==> config.mk <==
export PLATFORM = sky130hd
export DESIGN_NAME = wb_ram_arb
export DESIGN_NICKNAME = d
export VERILOG_FILES = /design/src/rtl/wb_pkg.sv /design/src/rtl/wb_frame_cnt.sv /design/src/rtl/wb_ram_arb.sv
export SDC_FILE = /design/constraint.sdc
export NUM_CORES = 1
export LEC_CHECK = 0
export CORE_MARGIN = 2
export CORE_UTILIZATION = 33
export CTS_CLUSTER_SIZE = 10
export DETAILED_ROUTE_END_ITERATION = 16
export GPL_TIMING_DRIVEN = 0
export PLACE_DENSITY = 0.8
export RECOVER_POWER = 25
export SYNTH_ARGS = -nofsm -noshare
export SYNTH_HDL_FRONTEND = slang
export SYNTH_SLANG_ARGS = --single-unit
==> constraint.sdc <==
create_clock -name clk -period 1.81 [get_ports clk]
set_input_delay 0.181 -clock clk [delete_from_list [all_inputs] [get_ports clk]]
set_output_delay 0.181 -clock clk [all_outputs]
set_load 0.05 [all_outputs]
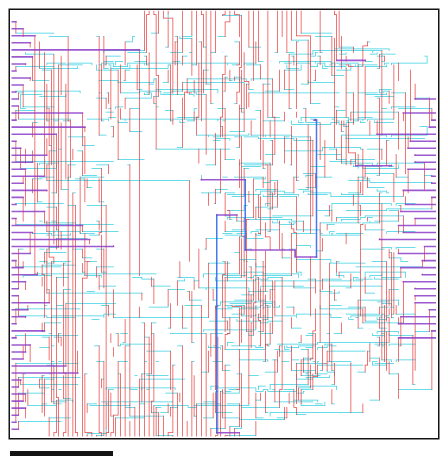
Run 1: metal layers overlaid
Bar = 20 um.
[M2] red | wire length: 3550 um
[M4] blue | wire length: 82.3 um
[M3] purple | wire length: 461 um
[M1] cyan | wire length: 2530 um
post-detailed-route wirelength per cell: 13.03 um
via count: 2337

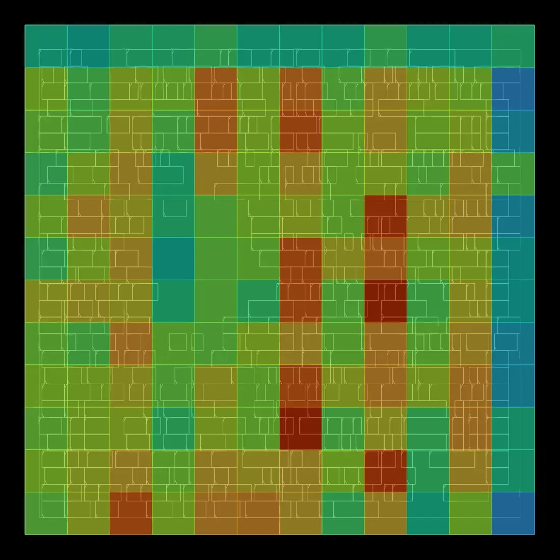
Run 1: track usage over the die
global routing usage on met3: 0.04076
busiest grt layer: met2
global-route track usage on met2: 0.3600
fraction of the core area covered by cells at the end of the flow: 0.6721
global-route usage over all layers: 0.1882

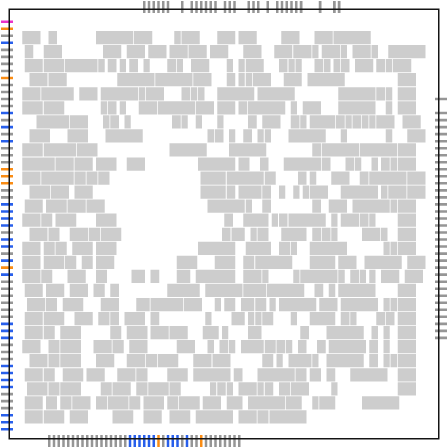
Run 1: ports around the boundary
Pins as bars across the die edge, other pins in gray.
[rd_ack] magenta | pins: 1 | direction: output | edge: west
[wb_addr] orange | pins: 8 | direction: input | edge: 6 west, 2 south
[ram_wdata] blue | pins: 32 | direction: output | edge: 22 west, 10 south
all pins by edge: 59 west, 41 south, 34 east, 29 north
Port Buffers: 162
height of the die: 82.86 um
die extent in x: 82.86 um

==> deck_impl_summary.md <==
Flow Results at a Glance

Route
  – Final WL: 6621 um
  – Antenna violation net count after detailed routing: 0
  – Initial DRC Count: 84
  – DRC errors left: 0
  – Post-detailed-route via-to-cell ratio: 4.600
  – Drt pass-1 iters: 4

Run status
  – Run status: complete, no violations

Floorplan
  – Initial standard-cell utilization of the core: 0.3445
  – Number of placed I/O pins: around 160
  – Chip area: between 6000 and 7000 sq um

Logic synthesis
  – Number of register bits inferred by synthesis: 47
  – Net count entering floorplan: 350
  – Gate count of the mapped netlist: 261
  – Sequential fraction of the synthesis area: 0.4585
  – Cell Area, Synth: 2052 sq um
  – Dominant cell area share: 0.4585
  – Total cells reported by yosys after synthesis: 261
  – Library cell occupying the most area in the post-synthesis netlist: dfxtp_1
  – Per-instance average area after synthesis: about 7.9 sq um
  – Library cells used by synthesis: 28
  – Count of synthesis-stage warnings from yosys: 0
  – Biggest area cells: dfxtp_1 46%, nand2_1 13%, a21oi_1 9.8%

STA
  – Final count of pins violating max slew: 0
  – RSZ-0062 raised after global routing: false
  – Fin crit period: 1711 ps
  – Period utilisation layout: 0.9452
  – Max-slew headroom at the worst pin: 0.6569
  – Max Clk Rate: 584.5 MHz

Worst hold path
  – WHS Path Cells: 3
  – Worst min path class: in -> reg

Critical path
  – Setup CP Type: reg -> out
  – Endpoint type of the worst setup path: output port
  – Critical path peak fanout: 10
  – Required time of the worst setup path: 1630 ps
  – Largest incremental delay on the critical path: 320 ps
  – CP startpoint kind: register
  – Cells along the critical path: clkbuf_8 > nor4_4 > buf_6 > a22o_4 > buf_6
  – Crit path max-delay family: buffers and inverters
  – Count of buffering cells on the critical path with inverters included: 3
  – Signal arrival time at the worst endpoint: 1530 ps
  – Path depth of the worst reg2reg path: 8

Pwr
  – Switching share of power: 0.2843
  – Peak supply drop: 0.0003379 V
  – Internal Power: 0.001704 W
  – Lkg Pwr: roughly 1.5 nW
  – Sw power: 0.0006770 W
  – Register share of total power: 0.448

Global routing
  – Wire length of the first global-routing pass: 10740 um
  – Total grt overflow: 0
  – Largest net degree at the start of global routing: 15
  – Number of antenna violations at the first check in global routing: 0

Final layout
  – Proportion of layout cells with a drive suffix above 1: 0.1686
  – Fillers: about 520
  – Number of flip-flops in the largest register: 32
  – Count of antenna diodes in the layout: 0
  – Net count of the finished layout: between 500 and 600

CTS
  – CTS root buf: clkbuf_8
  – Bufs on Longest Clock Path: 2

Place
  – Placed wire-length estimate: between 5000 and 6000 um
run 1: worst min-delay path, cell delays in order:
cell and delay (ps):
clkbuf_2 180, a21oi_1 90, nor2_1 70
run 1: kinds of logic after synthesis:
| kind of cell | share of synthesized area |
|---|---|
| compound gates | 0.1646 |
| flops | 0.4585 |
| fa+ha+maj | 0.02439 |
| xor+xnor | 0.004269 |
| buf+inv | 0.04634 |
| simple gates | 0.3018 |
run 1: area by class of cell:
type,count,share of cell area
tap,75,0.02344
timing repair buffer,164,0.4145
multi-input combinational,191,0.2732
buffer,17,0.02219
clock buffer,7,0.02407
inverter,6,0.005627
sequential,47,0.2351
clock inverter,1,0.001876
run 1: cells in the final DEF (no fill, tap or decap), types with 4 or more instances in the layout:
| cell | netlist | layout |
|---|---|---|
| clkbuf_8 | 0 | 8 |
| clkdlybuf4s50_1 | 0 | 118 |
| clkbuf_1 | 9 | 5 |
| buf_2 | 7 | 6 |
| dfxtp_1 | 47 | 47 |
| clkbuf_2 | 0 | 7 |
| a22o_4 | 0 | 8 |
| inv_1 | 6 | 6 |
| ha_1 | 4 | 4 |
| nand2_1 | 69 | 69 |
| and2_1 | 32 | 32 |
| buf_6 | 0 | 7 |
| a21oi_1 | 40 | 40 |
| clkdlybuf4s15_2 | 0 | 29 |
| nand2b_1 | 4 | 4 |
| nor2_1 | 10 | 9 |
run 1: repair_timing:
action / CTS / global route
hold buffers: 0 / 0
resized: 161 / 11
pin swaps: 1 / 1
setup buffers: 2 / 0
hold endpoints to repair: 0 / 0
gates cloned: 0 / 0
endpoints found under the setup margin: 42 / 8
run 1: routing by layer:
layer	vias up	track usage	share of wire
met5	-	0	0
met3	6	0.04076	0.070
li1	1200	-	-
met4	0	0.06110	0.012
met1	1027	0.2032	0.38
met2	104	0.3600	0.54
run 1: stage by stage:
stage / hold WS (ps) / setup slack [ps] / instance area (sq um)
2_1_floorplan: 317.0 / -93.81 / 2132
3_5_place_dp: 445.8 / -1036 / 3847
4_1_cts: 417.2 / 12.85 / 3979
5_1_grt: 295.5 / 18.69 / 4003
6_report: 266.9 / 99.16 / 4003
3_3_place_gp: 436.3 / -1056 / 3847
run 1: cell usage after synthesis:
cell and number:
o31ai_1 1, nor2b_1 2, nor3b_1 1, nor4_4 1
ha_1 4, a221o_1 1, clkbuf_1 9, and4b_1 1
nor4_1 1, or3_1 2, buf_1 1, a22o_1 8
nand2_1 69, or2_1 1, nand2b_1 4, o21ai_0 3
and2_1 32, a31oi_1 3, nor3_1 3, inv_1 6
buf_2 7, dfxtp_1 47, nand4_1 1, o21a_1 1
xor2_1 1, a41oi_1 1, nor2_1 10, a21oi_1 40
run 1: power by group through the flow:
stage          logic, W  clock network [W]  registers, W
4_1_cts        0.000629           0.000704       0.00107
2_1_floorplan  0.000281                  0       0.00113
3_3_place_gp   0.000633                  0       0.00109
6_report       0.000632           0.000681       0.00107
5_1_grt        0.000669           0.000753       0.00107
3_5_place_dp   0.000637                  0       0.00109
Power figures rest on the tool's default switching activity, not on a simulated workload.
